## src/rtl/dmem_arbiter.sv

```systemverilog
// dmem_arbiter: shares a single-ported synchronous data memory between the
// pipeline MEM stage (CPU port) and the loader/debug port (DBG port).
// Each transaction takes an ACCESS cycle, in which the registered address,
// data and write enable sit on the memory pins, followed by a RESP cycle, in
// which the owner sees a one-cycle ack and the memory's registered read data.
//
// Handshake: a requester raises req and holds it, along with we/addr/wdata,
// until it sees ack. Ack is a single-cycle pulse, and read data is valid
// only while ack is high. A req that is still high on the closing edge of
// the ack cycle is taken as a new back-to-back transaction.
//
// Optional feature: define DMEM_ARB_RR_EN for round-robin arbitration on
// conflicts. The default build gives the CPU fixed priority.
module dmem_arbiter #(
  parameter int ASIZE = 8,
  parameter int DSIZE = 16
) (
  input  logic             clk,
  input  logic             rst,
  input  logic             i_cpu_req,
  input  logic             i_cpu_we,
  input  logic [ASIZE-1:0] i_cpu_addr,
  input  logic [DSIZE-1:0] i_cpu_wdata,
  output logic             o_cpu_ack,
  output logic [DSIZE-1:0] o_cpu_rdata,
  output logic             o_cpu_stall,
  input  logic             i_dbg_req,
  input  logic             i_dbg_we,
  input  logic [ASIZE-1:0] i_dbg_addr,
  input  logic [DSIZE-1:0] i_dbg_wdata,
  output logic             o_dbg_ack,
  output logic [DSIZE-1:0] o_dbg_rdata,
  output logic [ASIZE-1:0] o_mem_addr,
  output logic [DSIZE-1:0] o_mem_wdata,
  output logic             o_mem_we,
  input  logic [DSIZE-1:0] i_mem_rdata,
  output logic [1:0]       o_dbg_state
);

  typedef enum logic [1:0] {
    S_IDLE   = 2'd0,
    S_ACCESS = 2'd1,
    S_RESP   = 2'd2
  } state_t;

  localparam logic OWN_CPU = 1'b0;
  localparam logic OWN_DBG = 1'b1;

  state_t r_state;
  state_t w_next_state;
  logic   r_owner;
  logic   w_any_req;
  logic   w_grant_dbg;
  logic   w_load;

  assign w_any_req = i_cpu_req | i_dbg_req;

`ifdef DMEM_ARB_RR_EN
  // Round-robin: the pointer remembers the last granted port, and on a
  // conflict the other port wins. It resets to DBG so the CPU wins first.
  logic r_rr_ptr;

  // Record the port granted by each new transaction.
  always_ff @(posedge clk or posedge rst) begin
    if (rst)         r_rr_ptr <= OWN_DBG;
    else if (w_load) r_rr_ptr <= w_grant_dbg;
  end

  assign w_grant_dbg = i_dbg_req & (~i_cpu_req | (r_rr_ptr == OWN_CPU));
`else
  // Fixed priority: DBG wins only when the CPU is not requesting.
  assign w_grant_dbg = i_dbg_req & ~i_cpu_req;
`endif

  // State register.
  always_ff @(posedge clk or posedge rst) begin
    if (rst) r_state <= S_IDLE;
    else     r_state <= w_next_state;
  end

  // Next-state logic, grant strobe and the per-port responses.
  always_comb begin
    w_next_state = r_state;
    w_load       = 1'b0;
    o_cpu_ack    = 1'b0;
    o_dbg_ack    = 1'b0;
    o_cpu_rdata  = '0;
    o_dbg_rdata  = '0;
    case (r_state)
      S_IDLE: begin
        if (w_any_req) begin
          w_next_state = S_ACCESS;
          w_load       = 1'b1;
        end
      end
      S_ACCESS: begin
        w_next_state = S_RESP;
      end
      S_RESP: begin
        if (r_owner == OWN_CPU) begin
          o_cpu_ack   = 1'b1;
          o_cpu_rdata = i_mem_rdata;
        end else begin
          o_dbg_ack   = 1'b1;
          o_dbg_rdata = i_mem_rdata;
        end
        if (w_any_req) begin
          w_next_state = S_ACCESS;
          w_load       = 1'b1;
        end else begin
          w_next_state = S_IDLE;
        end
      end
      default: w_next_state = S_IDLE;
    endcase
  end

  // Memory pin registers and owner. A grant loads the winner's access, and
  // the write enable drops on every other edge so it is high only in ACCESS.
  always_ff @(posedge clk or posedge rst) begin
    if (rst) begin
      r_owner     <= OWN_CPU;
      o_mem_addr  <= '0;
      o_mem_wdata <= '0;
      o_mem_we    <= 1'b0;
    end else if (w_load) begin
      r_owner     <= w_grant_dbg;
      o_mem_addr  <= w_grant_dbg ? i_dbg_addr  : i_cpu_addr;
      o_mem_wdata <= w_grant_dbg ? i_dbg_wdata : i_cpu_wdata;
      o_mem_we    <= w_grant_dbg ? i_dbg_we    : i_cpu_we;
    end else begin
      o_mem_we    <= 1'b0;
    end
  end

  assign o_cpu_stall = i_cpu_req & ~o_cpu_ack;
  assign o_dbg_state = r_state;

endmodule
```

## config.mk

```make
export PLATFORM = sky130hd
export DESIGN_NAME = dmem_arbiter
export DESIGN_NICKNAME = d
export VERILOG_FILES = /design/src/rtl/dmem_arbiter.sv
export SDC_FILE = /design/constraint.sdc
export NUM_CORES = 1
export LEC_CHECK = 0
export CORE_MARGIN = 2
export CORE_UTILIZATION = 30
export CTS_CLUSTER_DIAMETER = 80
export DETAILED_ROUTE_END_ITERATION = 10
export HOLD_SLACK_MARGIN = 0.15
export PLACE_DENSITY = 0.8
export SLEW_MARGIN = 20
export SYNTH_ARGS = -nofsm -noshare
export SYNTH_HDL_FRONTEND = slang
export SYNTH_SLANG_ARGS = --single-unit
```

## constraint.sdc

```tcl
create_clock -name clk -period 1.2 [get_ports clk]
set_input_delay 0.24 -clock clk [delete_from_list [all_inputs] [get_ports clk]]
set_output_delay 0.24 -clock clk [all_outputs]
set_load 0.1 [all_outputs]
```

Run 1, layout detail:
Region (46, 7) to (71, 32) um. Cells in grey, sequential cells in the stronger grey; small squares are vias.
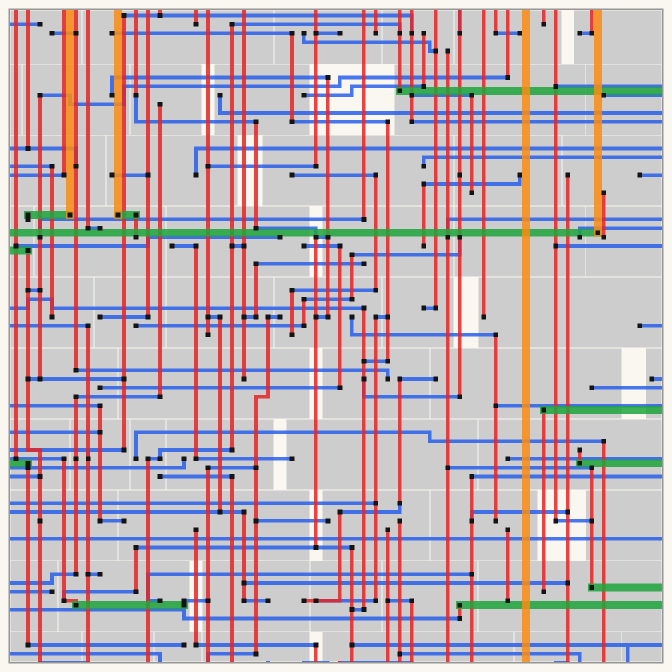
M3 -> green
M2 -> red
M4 -> orange
M1 -> blue
most frequent = nor2_4 (11), buf_12 (10), nand2b_4 (6)
sequential cells in the window = 0
cells with their middle in the window = 45

Run 1, M4 wires:
Cells faint in the background.
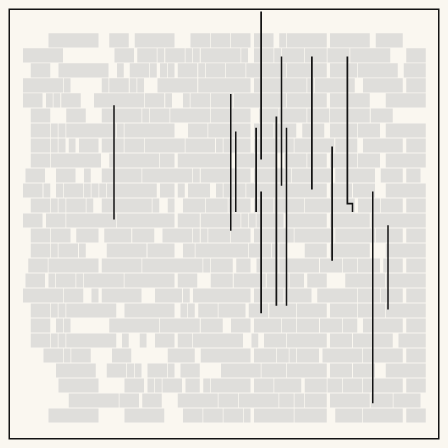
wire length on this layer = 338 um
longest straight run = 38.1 um
main direction = vertical
nets with wire on the layer = 14

Run 1, power grid:
The bar under the picture is 20 um long. Pins as bars on the die edge. Tap cells in grey.
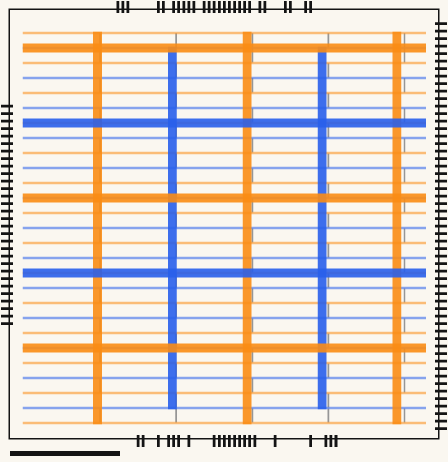
VDD -> blue
VSS -> orange
met4 straps = 5
tap cells = 70
signal pins = 132
met5 straps = 5

==> flow_summary.yaml, run 1 <==
# implementation run metrics
grt:
  track_usage_pct: 26.4
  grt_pass1_vias: 2202
  antenna_found_initial: 0
  grt_max_degree: 29
  gr-max-usage-layer: "met2"
  gr-usage-met2_pct: 49.1
  use_met1_pct: 30.2
  grt_first_pass_wirelength_mm: 12.3
pwr:
  seqPwrFrac_pct: 21.0
  power_clock_w: 0.000738
  pwr-share-comb_pct: 67.4
  top_power_group: "combinational logic"
  intPower_w: 0.00327
  pg_comb_w: 0.00428
final_timing:
  clock_skew_ns: 0.0122
  slew_violations: 0
  setup_viol: 63
  rsz0062_at_grt: "yes"
  fin_ws_ns: -0.602
  fmax_ghz: 0.555
  fin_crit_sh_pct: 150
  fin_hold_ws_ns: 0.318
  timing_hold_violations_final: 0
cells_and_area:
  lay_top_cells: "68 x clkdlybuf4s50_1, 68 x buf_12, 50 x inv_1"
  nNetsFinal: 436
  final_area_mm2: 0.00459
  instances_no_fill: 435
  largest_reg_flops: 16
  antennaDiodeCount: 0
  area_delta_synth_final_pct: 182
  layout-drive-gt1-share_pct: 47.4
  largest_register: "o_mem_wdata"
routing:
  ant_nets: 0
  wl_per_cell_um: 21.1
  met2_length_mm: 4.75
  highest_layer: "met4"
  routed-wl-met3_um: 856
  drt-total-wl_mm: 9.18
  viasPerCell: 5.21
clock_network:
  clk_pin_slew_ns: 0.10
  hold_buffers: 0
  clock-root-buffer: "clkbuf_8"
  cts_tree: "yes"
  cts_sinks: 28
  cts_max_path_buffers: 2
  postCtsSetupBuffers: 10
synthesis:
  postSynthAreaPerCell_um2: 7.93
  yosys-top-cells-area: "dfrtp_1 43%, a222oi_1 15%, nor2_1 13%"
  yosys.area_share.adder_pct: 0
  yosys_area_mm2: 0.00163
  yosysWarnings: 0
  largest_area_cell: "dfrtp_1"
  synth-edff-count: 0
  synthAoiAreaFrac_pct: 16.6
  common_cells: "58 x nor2_1, 51 x inv_1, 28 x dfrtp_1, 24 x a222oi_1, 18 x nand2b_1"
  ys_seq_share_pct: 43.1
  syn_area_mm2: 0.00163
  yosysTopAreaCellShare_pct: 43.1
  simple_gate_share_pct: 22.4
  synthCells: 205
  xor_area_share_pct: 0
  muxShareOfSynthArea_pct: 0
  async_flop_share_pct: 100
  fp_nets: 275
setup_path:
  worstSetupEndpoint: "o_mem_wdata[14]"
  crit_type: "flop to flop"
  ff2ff_path_depth: 6
  worst_setup_path_start_kind: "flop"
  worstPathMaxFanout: 9
  r2r-start: "o_dbg_state[0]"
floorplan:
  die_h_um: 77.6
  coreArea_mm2: 0.00517
  row_count: 26
  initCoreUtil_pct: 31.4
min_path:
  hp-class: "input pin to async pin"
job:
  drv_cap: 0
run_status:
  violations: "negative setup slack"
  status: "finished with violations"
place:
  post-place-cells: 409
==> run 1: area by class of cell <==
cell class | count | area [um2]
inverters | 51 | 191
fillers | 195 | 586
flip-flops and latches | 28 | 714
repair buffers | 172 | 2450
multi-input cells | 110 | 1080
well taps | 70 | 87.6
clock inverters | 1 | 30.0
clock buffers | 3 | 41.3
==> run 1: worst max-delay path, cell delays in order (launching register included) <==
cell	delay, ns
dfrtp_4	0.51
buf_8	0.16
buf_6	0.12
o21bai_4	0.18
buf_12	0.15
buf_2	0.18
a222oi_1	0.36
==> run 1: kinds of logic (layout without fill, tap and decap cells) <==
logic type,Yosys count,in the layout
buffers and inverters,67,227
DFF,28,28
AOI/OAI and AO/OA,28,28
and+or+nand+nor,82,82
Run 1, track usage over the die:
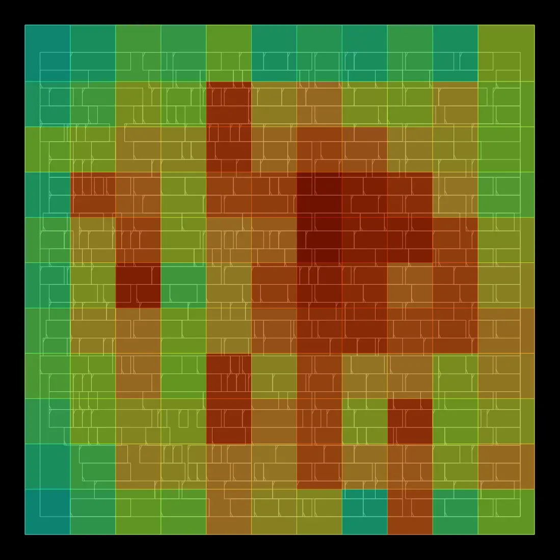

==> run 2: changes to the inputs <==
--- a/config.mk
+++ b/config.mk
@@ -11,6 +11,7 @@
 export DETAILED_ROUTE_END_ITERATION = 10
 export HOLD_SLACK_MARGIN = 0.15
 export PLACE_DENSITY = 0.8
+export SETUP_SLACK_MARGIN = 0.05
 export SLEW_MARGIN = 20
 export SYNTH_ARGS = -nofsm -noshare
 export SYNTH_HDL_FRONTEND = slang
Run 2, track usage over the die:
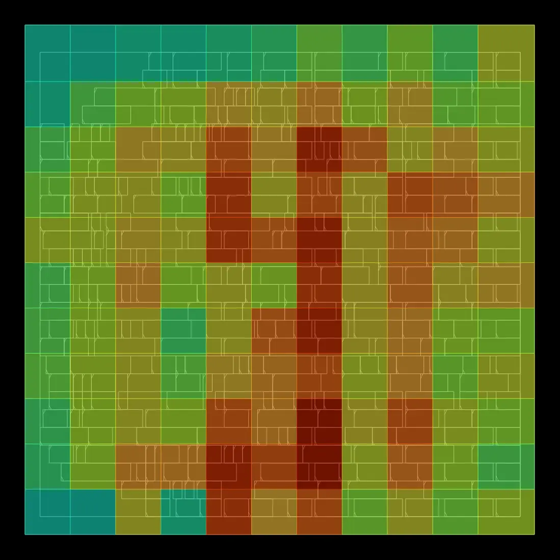
met2 Usage GRT: 46.8%
post-DR wirelength/cell: 19.2 um

==> flow_summary.yaml, run 2 <==
# implementation run metrics
synthesis:
  synth.most_common_cell: "nor2_1"
  largest_area_cell: "dfrtp_1"
  synth-edff-count: 0
  synth_flops: 28
  yosysWarnings: 0
  async_flop_share_pct: 100
  yosys-top-cells-area: "dfrtp_1 43%, a222oi_1 15%, nor2_1 13%"
  yosysTopAreaCellShare_pct: 43.1
  syn_area_mm2: 0.00163
  synth_cell_types: 14
  synthCells: 205
  yosys_cells: 205
  postSynthAreaPerCell_um2: 7.93
  synthFlopType: "dfrtp_1"
  ys_seq_share_pct: 43.1
  common_cells: "58 x nor2_1, 51 x inv_1, 28 x dfrtp_1, 24 x a222oi_1, 18 x nand2b_1"
  fp_nets: 275
  yosys_area_mm2: 0.00163
final_timing:
  tns_ns: -26.78
  rsz0062_at_grt: "yes"
  slew_headroom_pct: 58.1
  finalCriticalPeriod_ns: 1.74
  clock_skew_ns: 0.0154
  fin_crit_sh_pct: 145
  tightest_slew_ns: 0.627
  fin_hold_ws_ns: 0.278
  timing_hold_violations_final: 0
  fin_ws_ns: -0.540
  slew_violations: 0
  setup_viol: 64
  fmax_ghz: 0.575
floorplan:
  coreArea_mm2: 0.00517
  ios: 132
  row_count: 26
  die_w_um: 77.6
  die_h_um: 77.6
  initCoreUtil_pct: 31.4
cells_and_area:
  layout-drive-gt1-share_pct: 45.2
  nNetsFinal: 423
  area_delta_synth_final_pct: 170
  largest_reg_flops: 16
  antennaDiodeCount: 0
  final_area_mm2: 0.00438
  largest_register: "o_mem_wdata"
  instances_no_fill: 422
  lay_top_cells: "69 x clkdlybuf4s50_1, 69 x buf_12, 50 x inv_1"
clock_network:
  clk_latency_ns: 0.28
  cts_sinks: 28
  cts_max_path_buffers: 2
  cts_max_level: 1
  hold_buffers: 0
  clk_pin_slew_ns: 0.11
  clock-root-buffer: "clkbuf_8"
  postCtsSetupBuffers: 6
  cts_tree: "yes"
  cts_resized: 23
  cts_made_buffers: 3
grt:
  global_route.usage.met3_pct: 6.98
  grt_pass1_vias: 2223
  track_usage_pct: 24.6
  grt_first_pass_wirelength_mm: 11.7
  gr-max-usage-layer: "met2"
  grt_max_degree: 29
  gr-total-overflow: 0
  use_met1_pct: 26.9
  antenna_found_initial: 0
place:
  dp_slack_ns: -0.756
  post-place-cells: 409
  dpl_cell_area_mm2: 0.00412
  dp_hpwl_mm: 5.37
  io_buffers: 131
pwr:
  top_power_group: "combinational logic"
  power_clock_w: 0.000605
  seqPwrFrac_pct: 22.2
  p_per_area_mw_per_mm2: 1380
  pg_comb_w: 0.00408
  pwr-share-comb_pct: 67.7
  p_total_w: 0.00603
  intPower_w: 0.00301
  pwr-share-clk_pct: 10.0
  p_sw_w: 0.00302
setup_path:
  end_kind: "output pin"
  ff2ff_path_depth: 5
  rr_endpoint: "o_mem_wdata[12]"
  startpoint: "o_dbg_state[0]"
  worstSetupEndpoint: "o_dbg_rdata[0]"
  r2r-start: "o_dbg_state[0]"
  worstPathMaxFanout: 8
  worst_setup_path_start_kind: "flop"
  required_ns: 0.96
  crit_type: "flop to output pin"
routing:
  drt_pass1_iterations: 6
  drt_iter0_markers: 216
  drt-met1-wl_mm: 3.01
  viasPerCell: 4.87
  highest_layer: "met4"
  met2_length_mm: 4.20
  drc_errors: 0
  ant_nets: 0
  routed-wl-met3_um: 745
  vias: 2057
  drt-total-wl_mm: 8.10
min_path:
  hp-class: "input pin to async pin"
run_status:
  violations: "negative setup slack"
  status: "finished with violations"
job:
  drv_cap: 0
  tool_warnings: 29
-- run 2: kinds of logic after synthesis --
family | after synthesis | share of synthesized area, %
and+or+nand+nor | 82 | 22.4
buffers and inverters | 67 | 17.9
AOI/OAI and AO/OA | 28 | 16.6
DFF | 28 | 43.1
-- run 2: critical path, cell delays in order, from the launching register on --
cell      delay, ns
dfrtp_4        0.57
buf_12         0.17
nand2b_4       0.17
nor2_4         0.12
buf_12         0.18
-- run 2: cell type report --
| cell class | count | area, um2 |
|---|---|---|
| tap | 70 | 87.6 |
| multi-input combinational | 110 | 1030 |
| sequential | 28 | 714 |
| timing repair buffer | 159 | 2300 |
| inverter | 51 | 191 |
| fill | 243 | 792 |
| clock buffer | 4 | 55.1 |
Run 2, metal layers overlaid:
Two of the layers only.
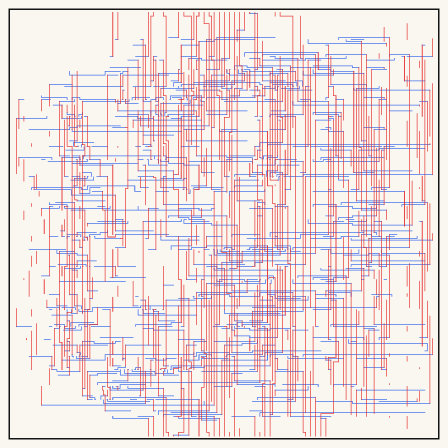

==> run 3: changes to the inputs <==
--- a/config.mk
+++ b/config.mk
@@ -10,6 +10,7 @@
 export CTS_CLUSTER_DIAMETER = 80
 export DETAILED_ROUTE_END_ITERATION = 10
 export HOLD_SLACK_MARGIN = 0.15
+export MAX_ROUTING_LAYER = met4
 export PLACE_DENSITY = 0.8
 export SETUP_SLACK_MARGIN = 0.05
 export SLEW_MARGIN = 20
Run 3, metal layers overlaid:
Two of the layers only.
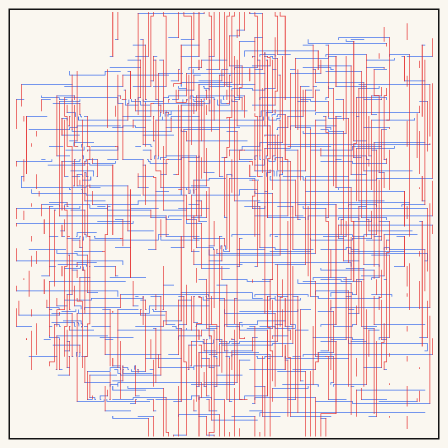
M1 -> blue  # wire length 2870 um
M2 -> red  # wire length 4050 um

==> flow_summary.yaml, run 3 <==
# implementation run metrics
floorplan:
  initCoreUtil_pct: 31.4
  die_h_um: 77.6
  nWellTaps: 70
  ios: 132
  die_w_um: 77.6
  row_count: 26
routing:
  wl_per_cell_um: 18.0
  ant_nets: 0
  vias: 2075
  viasPerCell: 4.91
  drc_errors: 0
  drt_pass1_iterations: 9
synthesis:
  top_logic_kind: "simple AND/OR/NAND/NOR gates"
  synth_flops: 28
  postSynthAreaPerCell_um2: 7.93
  yosysWarnings: 0
  common_cells: "58 x nor2_1, 51 x inv_1, 28 x dfrtp_1, 24 x a222oi_1, 18 x nand2b_1"
  yosys_cells: 205
  synth.most_common_cell: "nor2_1"
  fp_nets: 275
  muxShareOfSynthArea_pct: 0
  synth-edff-count: 0
  yosys.area_share.adder_pct: 0
  yosys-top-cells-area: "dfrtp_1 43%, a222oi_1 15%, nor2_1 13%"
  syn_area_mm2: 0.00163
final_timing:
  fmax_ghz: 0.590
  clock_skew_ns: 0.00733
  rsz0062_at_grt: "yes"
  setup_viol: 64
  timing_hold_violations_final: 0
  fin_hold_ws_ns: 0.289
  fin_ws_ns: -0.495
  tns_ns: -25.25
  fin_crit_sh_pct: 141
  tightest_slew_ns: 0.578
place:
  io_buffers: 131
  dp_hpwl_mm: 5.37
cells_and_area:
  buf_share_pct: 52.5
  buffers: 160
  logic_area_mm2: 0.00103
  layout-drive-gt1-share_pct: 45.3
  final-clk-cell-share_pct: 1.26
  largest_reg_flops: 16
  largest_cell_class: "buffers"
  final_area_mm2: 0.00438
  area_delta_synth_final_pct: 170
  num-nonclk-inverters: 51
  nNetsFinal: 424
  sh_comb_area_pct: 23.6
clock_network:
  cts_sinks: 28
  cts_made_buffers: 3
  cts_tree: "yes"
  cts_max_path_buffers: 2
  postCtsSetupBuffers: 6
  cts_max_level: 1
setup_path:
  worstPathMaxFanout: 4
  worst_setup_path_start_kind: "flop"
  r2r-start: "o_dbg_state[0]"
  cp_common_cell: "buf_4"
  startpoint: "r_owner"
  end_kind: "output pin"
  worstSetupEndpoint: "o_dbg_rdata[0]"
  rr_endpoint: "o_mem_addr[6]"
  path_cells: "buf_4 > buf_6 > nand2_8 > buf_4 > nor2_4 > buf_12"
  crit_type: "flop to output pin"
grt:
  track_usage_pct: 25.3
  gr-usage-met2_pct: 47.1
  use_met1_pct: 27.8
  grt_pass1_vias: 2225
  global_route.usage.met3_pct: 5.23
  grt_max_degree: 29
  grt_first_pass_wirelength_mm: 11.7
  gr-total-overflow: 0
  antenna_found_initial: 0
pwr:
  seqPwrFrac_pct: 22.3
  power_clock_w: 0.000575
  top_power_group: "combinational logic"
  p_per_area_mw_per_mm2: 1360
  pg_comb_w: 0.00406
  p_sw_w: 0.00296
job:
  drv_cap: 0
run_status:
  violations: "negative setup slack"
  status: "finished with violations"
-- run 3: cell count changes in the layout (fill, tap and decap cells not counted), sizes merged --
cell	before	now
buf	89	90
-- run 3: per-stage QoR --
step / worst slack [ns] / instances
after floorplan: -0.629 / 205
after global placement: -0.660 / 409
after detailed placement: -0.756 / 409
after CTS: -0.478 / 420
after global routing: -0.534 / 423
final: -0.495 / 423
-- run 3: worst max-delay path, delay by kind of cell, from the launching register on --
kind / cells / cell delay (ns)
simple gates: 2 / 0.20
flops: 1 / 0.39
buf+inv: 4 / 0.59
-- run 3: logic make-up (layout without fill, tap and decap cells) --
family / after synthesis / count (layout)
compound gates: 28 / 28
simple gates: 82 / 82
flops: 28 / 28
buf+inv: 67 / 215
Power and IR drop assume default switching activity.
